## src/rtl/dual_dispatch_queue.sv

```systemverilog
// Two-wide in-order dispatch queue between decode and issue: circular buffer, stall/flush aware.
// Optional build macro DDQ_PERF_EN adds a saturating issue-stall cycle counter (perf_stall_cnt).
module dual_dispatch_queue #(
  parameter int          DEPTH     = 8,
  parameter logic [3:0]  BRANCH_OP = 4'hC
) (
  input  logic                     clk,
  input  logic                     rst,
  input  logic                     in_1_vld,
  input  logic [3:0]               in_1_op,
  input  logic [3:0]               in_1_des,
  input  logic [3:0]               in_1_s1,
  input  logic [3:0]               in_1_s2,
  input  logic [3:0]               in_1_ime,
  input  logic                     in_2_vld,
  input  logic [3:0]               in_2_op,
  input  logic [3:0]               in_2_des,
  input  logic [3:0]               in_2_s1,
  input  logic [3:0]               in_2_s2,
  input  logic [3:0]               in_2_ime,
  output logic                     in_rdy,
  input  logic                     entry_full,
  input  logic                     branch_full,
  input  logic                     flush_en,
  output logic                     ins_new_1_vld,
  output logic                     ins_new_2_vld,
  output logic [3:0]               ins_1_op,
  output logic [3:0]               ins_1_des,
  output logic [3:0]               ins_1_s1,
  output logic [3:0]               ins_1_s2,
  output logic [3:0]               ins_1_ime,
  output logic [3:0]               ins_2_op,
  output logic [3:0]               ins_2_des,
  output logic [3:0]               ins_2_s1,
  output logic [3:0]               ins_2_s2,
  output logic [3:0]               ins_2_ime,
  output logic [$clog2(DEPTH):0]   q_count,
  output logic                     q_empty
`ifdef DDQ_PERF_EN
  ,
  output logic [15:0]              perf_stall_cnt
`endif
);

  localparam int AW = $clog2(DEPTH);
  localparam int CW = AW + 1;

  typedef struct packed {
    logic [3:0] op;
    logic [3:0] des;
    logic [3:0] s1;
    logic [3:0] s2;
    logic [3:0] ime;
  } entry_t;

  entry_t          mem [DEPTH];
  logic [AW-1:0]   head;
  logic [AW-1:0]   tail;

  entry_t          in_1_ent;
  entry_t          in_2_ent;
  entry_t          slot_1;
  entry_t          slot_2;

  logic            stall;
  logic            push_en;
  logic            push_two;
  logic [CW-1:0]   push_cnt;
  logic [CW-1:0]   pop_cnt;

  assign in_1_ent = '{op: in_1_op, des: in_1_des, s1: in_1_s1, s2: in_1_s2, ime: in_1_ime};
  assign in_2_ent = '{op: in_2_op, des: in_2_des, s1: in_2_s1, s2: in_2_s2, ime: in_2_ime};

  // Slot fields always reflect head and head+1, whether or not they are valid.
  assign slot_1 = mem[head];
  assign slot_2 = mem[head + AW'(1)];

  assign ins_1_op  = slot_1.op;
  assign ins_1_des = slot_1.des;
  assign ins_1_s1  = slot_1.s1;
  assign ins_1_s2  = slot_1.s2;
  assign ins_1_ime = slot_1.ime;
  assign ins_2_op  = slot_2.op;
  assign ins_2_des = slot_2.des;
  assign ins_2_s1  = slot_2.s1;
  assign ins_2_s2  = slot_2.s2;
  assign ins_2_ime = slot_2.ime;

  // Readiness uses only the registered count; same-cycle pops are deliberately not credited.
  assign in_rdy  = !rst && ((CW'(DEPTH) - q_count) >= CW'(2));
  assign q_empty = (q_count == '0);

  assign stall = entry_full | branch_full | flush_en;

  always_comb begin
    ins_new_1_vld = 1'b0;
    ins_new_2_vld = 1'b0;
    if (!stall) begin
      ins_new_1_vld = (q_count >= CW'(1));
      // Only one branch ID can be handed out per cycle.
      ins_new_2_vld = (q_count >= CW'(2)) &&
                      !(slot_1.op == BRANCH_OP && slot_2.op == BRANCH_OP);
    end
  end

  assign push_en  = in_1_vld && in_rdy && !flush_en;
  assign push_two = push_en && in_2_vld;

  always_comb begin
    push_cnt = '0;
    if (push_two)     push_cnt = CW'(2);
    else if (push_en) push_cnt = CW'(1);
    pop_cnt = CW'(ins_new_1_vld) + CW'(ins_new_2_vld);
  end

  // NOTE: the entry array is reset too, so slot outputs read as zero after reset
  // rather than as uninitialised storage.
  always_ff @(posedge clk or posedge rst) begin
    if (rst) begin
      for (int i = 0; i < DEPTH; i++) mem[i] <= '0;
    end else if (push_en) begin
      mem[tail] <= in_1_ent;
      if (push_two) mem[tail + AW'(1)] <= in_2_ent;
    end
  end

  // NOTE: all state uses non-blocking assignments so every register samples pre-edge values.
  always_ff @(posedge clk or posedge rst) begin
    if (rst) begin
      head    <= '0;
      tail    <= '0;
      q_count <= '0;
    end else if (flush_en) begin
      head    <= '0;
      tail    <= '0;
      q_count <= '0;
    end else begin
      head    <= head + AW'(pop_cnt);
      tail    <= tail + AW'(push_cnt);
      q_count <= q_count + push_cnt - pop_cnt;
    end
  end

`ifdef DDQ_PERF_EN
  // Counts cycles in which queued work is held back by the issue stage; flush does not clear it.
  always_ff @(posedge clk or posedge rst) begin
    if (rst) begin
      perf_stall_cnt <= '0;
    end else if ((q_count != '0) && (entry_full || branch_full) &&
                 (perf_stall_cnt != 16'hFFFF)) begin
      perf_stall_cnt <= perf_stall_cnt + 16'd1;
    end
  end
`endif

endmodule

```

## config.mk

```make
export PLATFORM = sky130hd
export DESIGN_NAME = dual_dispatch_queue
export DESIGN_NICKNAME = d
export VERILOG_FILES = /design/src/rtl/dual_dispatch_queue.sv
export SDC_FILE = /design/constraint.sdc
export NUM_CORES = 1
export LEC_CHECK = 0
export ABC_AREA = 1
export ABC_CLOCK_PERIOD_IN_PS = 8350
export CORE_MARGIN = 2
export CORE_UTILIZATION = 28
export CTS_CLUSTER_DIAMETER = 100
export CTS_CLUSTER_SIZE = 20
export DETAILED_ROUTE_END_ITERATION = 10
export PLACE_DENSITY = 0.55
export SLEW_MARGIN = 20
export SYNTH_ARGS = -nofsm -noshare
export SYNTH_HDL_FRONTEND = slang
export SYNTH_SLANG_ARGS = --single-unit
```

## constraint.sdc

```tcl
create_clock -name clk -period 8.35 [get_ports clk]
set_input_delay 1.67 -clock clk [delete_from_list [all_inputs] [get_ports clk]]
set_output_delay 1.67 -clock clk [all_outputs]
set_load 0.05 [all_outputs]
```

**Run 1: routed clock nets over the placement**

Scale: 2 px per um.
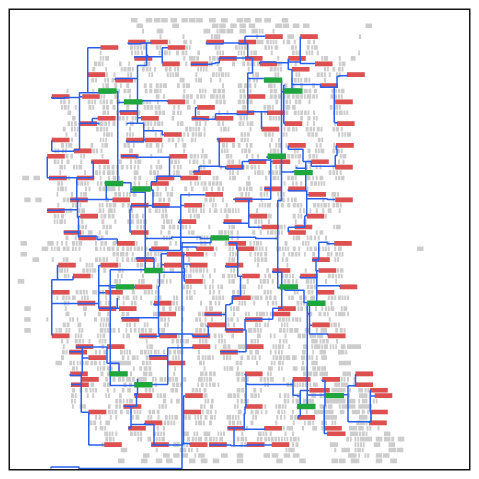
Key: green = cells driving clock nets [count 17]; red = flip-flops [count 170]; blue = clock wires [length 3000 um]
There are 18 routed clock nets.

**Run 1: M4 wires**

Scale: 1.5 px per um.
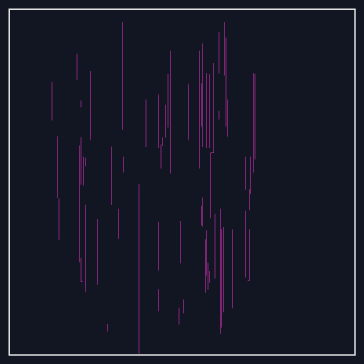
The layer carries 2240 um of wire. The layer holds 3.7% of the routed length.

==> run notes, run 1 <==
run metrics: Worst VDD drop=261.3 uV, initial drt markers=1869, Max-area cell class=logic gates, Die W=229.5 um, CP top delay family=buffers and inverters, CP cell instances=buf_4 -> buf_4 -> nand2_1 -> nand3_1 -> nand3_1 -> o21ai_0 -> nand2_1 -> nor2_1 -> a21oi_1 -> clkdlybuf4s50_1, met1 WL=26040 um, CTS tree=built, Reg area=4259 sq um, drt pass-1 iters=6, Die ar.=52690 sq um, yosys cell count=2402, largest power group=combinational logic, All-Layer GR Usage=22.86%, met2 WL=28770 um, die span in y=229.5 um, io pins=95, total power density per cell area=260.9 nW/um^2, post_cts resized=0, Comb power=2.40 mW, leakage power=8.220 nW, highest routing layer actually used=met4, Design Area, Final=16020 sq um, Slew HR=22.68%, fraction of area in registers=26.59%, met3 WL post-DR=4122 um, min setup slack post-route=2.316 ns, global placer's final weighted congestion=0.8100, invs w/o clock=134, RSZ-0062 raised after global routing=no, synth unique cells=26, busiest grt layer=met2, global-route wire length before repair=94570 um, largest net degree at the start of global routing=161, via count=16.71k, fillcell total=5399, Final Cycle Share=72.26%, critical path startpoint category=register, CP max FO=104, CTS root buf=clkbuf_16, number of logic gates=1865, Max clock buf depth=2, pin slew with the least headroom to its limit=1.158 ns, buffer share of cell area=7.664%, # DRC=0, area grow syn2layout=12.44%, pre-CTS WS=2.635 ns, number of max-cap violations=0, status=finished clean, Flop Count=170, placed inst area=15450 sq um, H-Tree Level Count=4, switching power total=2.205 mW, CLK BUF=20, Net Count, Synth=2468, clk latency late pin=0.46 ns, Critical Path Sink Type=primary output, grt ovf=0, Post-synth regs=170, Final clock-cell share=3.477%, Post-synth seq share=29.87%, Syn. warnings=0, layout cells sized above 1=3.866%, switch share=52.75%, tool warning count=34, Clock Power=0.823 mW, Hold Vio Cnt, Final=0, logic gate share of total power=57.3%, Synth Area per Inst=5.930 sq um, most instantiated logic cells after routing=nand2_1 (795), nand3_1 (356), nor2_1 (241), Seq power=0.960 mW, Logic cell area=8620 sq um, vias in the first global route=15.78k, Period minus WS final=6.034 ns, Via density=5.570, Cell Int Power=1.974 mW
**Run 1: routing congestion map**

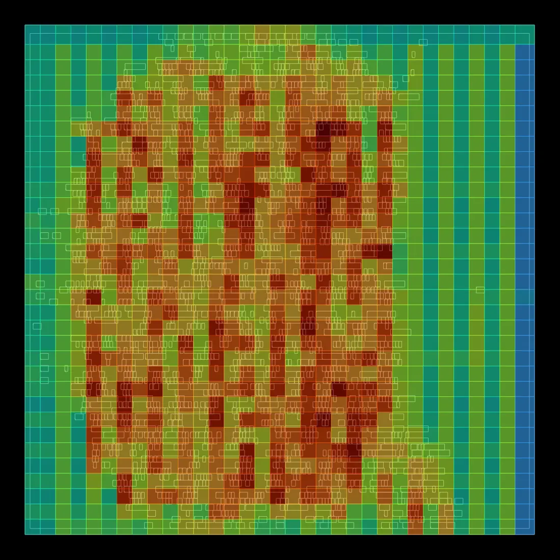
grt met3 use: 2.876%
WL per Instance: 20.39 um

run 1: path summary, 6_finish.rpt:
check	endpoint	from	cells after the start	slack, ns
worst max-delay path	ins_new_2_vld	head[0]	10	2.32
worst min-delay path	mem[66]	mem[66]	2	0.52
worst max register to register	q_count[3]	head[0]	17	3.40
worst min register to register	mem[66]	mem[66]	2	0.52
max in group asynchronous	mem[148]	rst	3	5.15
min in group asynchronous	q_count[3]	rst	2	1.74
run 1: synthesized netlist by cell type (all sizes together):
library cell  number  area, sq um
clkinv             1        3.750
nor2             251        952.2
ha                15        187.7
clkbuf           164        640.6
fa                 4        80.08
o21ai            132        660.6
dfrtp            170         4254
nand3            366         1849
a31oi             33        206.5
nand2            795         2984
nor3               1        5.000
o211ai            18        135.1
a21o               1        7.510
inv              133        499.2
a21oi             83        415.4
xnor2              6        52.55
buf               69        309.0
nand4            160         1001
run 1: per-stage QoR:
stage / hold slack, ns / utilization [%] / cells / total power [mW]
2_1_floorplan: 0.4871 / - / 2402 / 2.571
4_1_cts: 0.5293 / 31.91 / 3000 / 4.166
5_1_grt: 0.5497 / 31.92 / 3000 / 4.391
3_5_place_dp: 0.5111 / 30.80 / 2971 / 3.343
3_3_place_gp: 0.5036 / 30.80 / 2971 / 3.316
6_report: 0.5222 / 31.92 / 3000 / 4.179
run 1: cells by family after synthesis:
| family | share of synthesized area [%] |
|---|---|
| adder cells (fa/ha/maj) | 1.880 |
| buffers and inverters | 10.20 |
| AND-OR/OR-AND | 10.01 |
| AND/OR/NAND/NOR | 47.68 |
| XOR/XNOR | 0.3689 |
| flip-flops | 29.87 |
run 1: sequential cells by signal (all words and copies together), names as in the netlist:
signal	flops
head	3
tail	3
mem	160
q_count	4
==> inputs of run 2 (changes only) <==
Settings changed: ABC_CLOCK_PERIOD_IN_PS 8350 to 5650, PLACE_DENSITY 0.55 to 0.54.
Clock period 8.35 ns to 5.65 ns, I/O delays scaled along.
**Run 2: cell density map**

Scale: 1 px per um. 23 x 23 tiles, from white (low) to dark blue (high), 0 to 100% covered.
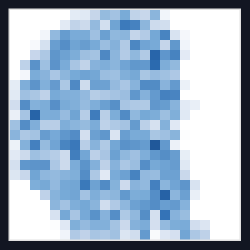
30% of the tiles are nearly empty. The fullest tile reaches 84%. The emptiest ninth of the die: upper right.

**Run 2: M4 wires**

Scale: 1.5 px per um.
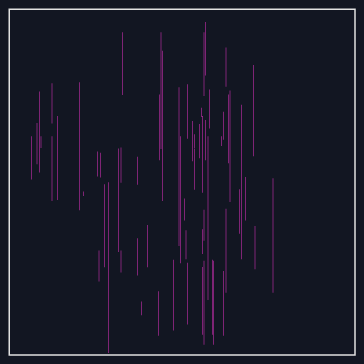
The longest straight run is 114 um. The layer holds 4.2% of the routed length.

==> run notes, run 2 <==
run metrics: Yosys top cell by instances=nand2_1, diode count=0, synth unique cells=26, drt pass-1 iters=6, Max clock buf depth=2, critical path startpoint category=register, # DRC=0, grt ovf=0, die span in y=229.5 um, area grow syn2layout=14.74%, logic gate share of total power=58.7%, status=finished clean, Worst EP required=4.52 ns, leakage power=8.416 nW, pin slew with the least headroom to its limit=1.185 ns, global-route wire length before repair=93670 um, core footprint=50170 sq um, Net Count, Synth=2468, total power density per cell area=391.3 nW/um^2, CTS root buf=clkbuf_16, Slew HR=21.03%, switch share=51.72%, Syn. warnings=0, most instantiated logic cells after routing=nand2_1 (795), nand3_1 (356), nor2_1 (241), CP max FO=53, main flop type=dfrtp_1, grt met3 use=3.250%, top cell type by total area after synthesis=dfrtp_1, Max-area cell share=29.87%, CP startpoint=head[0], clk latency late pin=0.46 ns, Post-DRT Antenna Nets=0, setup_tns=0 ns, met2 WL=28350 um, CTS buffer count=17, switching power total=3.308 mW, Die W=229.5 um, max reg flops=160, Critical Path Sink Type=primary output, hold_sp=mem[157], biggest regs=mem (160), q_count (4), simple share=47.68%, final setup fails=0, NumNets Final=2397, final WL=61520 um, top cells by count, synth=nand2_1 (795), nand3_1 (364), nor2_1 (249), initial antenna violation count=0, Syn Inst Count=2402, Fmax achieved=193.0 MHz, CTS tree=built, Final Cycle Share=91.71%, yosys cell count=2402, clk sink count=170, Clk network pwr share=19.2%, Port Buffers=94, Cell Int Power=3.087 mW, tool warning count=32, fa+ha+maj area frac=1.880%, H-Tree Level Count=4, Hold Vio Cnt, Final=0, Top non-seq family=simple AND/OR/NAND/NOR gates, Worst VDD drop=336.6 uV, Post-synth seq share=29.87%, io pins=95, sequential share of power=22.1%, worst path arrival time=4.05 ns, highest routing layer actually used=met4, global placer's final weighted congestion=0.8194, flop-to-flop setup slack=0.91 ns, synthesized area=14240 sq um, Tot Pwr=6.395 mW, via count=16.78k, busiest grt layer=met2, Async SR Flop Fraction=100.0%, Post-synth mux share=0%, cts hold-fix bufs=0, Period minus WS final=5.182 ns, pre-CTS WS=0.9499 ns, WL per Instance=20.40 um, Via density=5.563, Commonest Layout Cell=nand2_1, number of enable flip-flop cells=0, xor and xnor fraction of the mapped netlist area=0.3689%, met3 WL post-DR=4555 um, worst r2r src=head[0], All-Layer GR Usage=22.84%, met1 WL=26030 um, RSZ-0062 raised after global routing=no, Post-synth regs=170, most flop-heavy register=mem, post-CTS setup buffer count=0, Complex Gates by Area=10.01%, Synth Area per Inst=5.930 sq um, initial drt markers=1808, clock transition at the registers of the reported paths=0.07 ns, min setup slack post-route=0.4683 ns, Die ar.=52690 sq um, layout cells sized above 1=5.375%, biggest area cells=dfrtp_1 (30%), nand2_1 (21%), nand3_1 (13%), nand4_1 (7.0%), nor2_1 (6.6%), met2 global-route usage=35.66%, number of max-cap violations=0, post_cts resized=0, largest net degree at the start of global routing=161, vias in the first global route=15.31k, Setup Skew=0.008514 ns, Yosys Chip Area=14240 sq um
run 2: cell types whose count changed in the layout (fill, tap and decap cells not counted), sizes merged:
cell / before / now
clkbuf: 20 / 25
clkinvlp: 2 / 1
buf: 36 / 70
bufinv: 2 / 1
clkdlybuf4s50: 94 / 73
run 2: per-stage QoR:
step           utilization [%]  instance area, sq um  instances  hold slack, ns
3_3_place_gp             31.39                 15750       2984          0.5021
3_5_place_dp             31.39                 15750       2984          0.5128
4_1_cts                  32.55                 16330       3016          0.5291
5_1_grt                  32.58                 16340       3016          0.5502
6_report                 32.58                 16340       3016          0.5239
2_1_floorplan                -                 14240       2402          0.4871
run 2: critical path, cell delays in order (launching register included):
cell and delay [ns]:
dfrtp_4 0.42, buf_4 0.44, clkinv_2 0.76, buf_4 0.49, a21oi_1 0.15, o21ai_0 0.10
a31oi_1 0.30, clkdlybuf4s50_1 0.89
run 2: path summary, 6_finish.rpt:
check | endpoint | depth (start not counted)
setup / recovery | ins_1_ime[2] | 7
hold / removal | mem[157] | 2
setup reg to reg | q_count[3] | 19
hold reg to reg | mem[157] | 2
max in group asynchronous | mem[82] | 4
min in group asynchronous | q_count[3] | 2
run 2: power by group through the flow:
stage | clock network (mW) | registers, mW | logic [mW]
after global placement | 0 | 1.43 | 3.67
after detailed placement | 0 | 1.43 | 3.72
final | 1.23 | 1.41 | 3.76
after global routing | 1.29 | 1.43 | 4.01
after floorplan | 0 | 1.44 | 2.36
after CTS | 1.24 | 1.41 | 3.73
run 2: layout make-up:
class	instances	area [sq um]
fill	5392	33830
multi-input combinational	1865	8635
sequential	170	4259
timing repair buffer	143	1519
tap	672	840.8
clock buffer	25	515.5
inverter	134	511.7
clock inverter	7	62.56
Power is estimated from default activity; no workload was simulated.
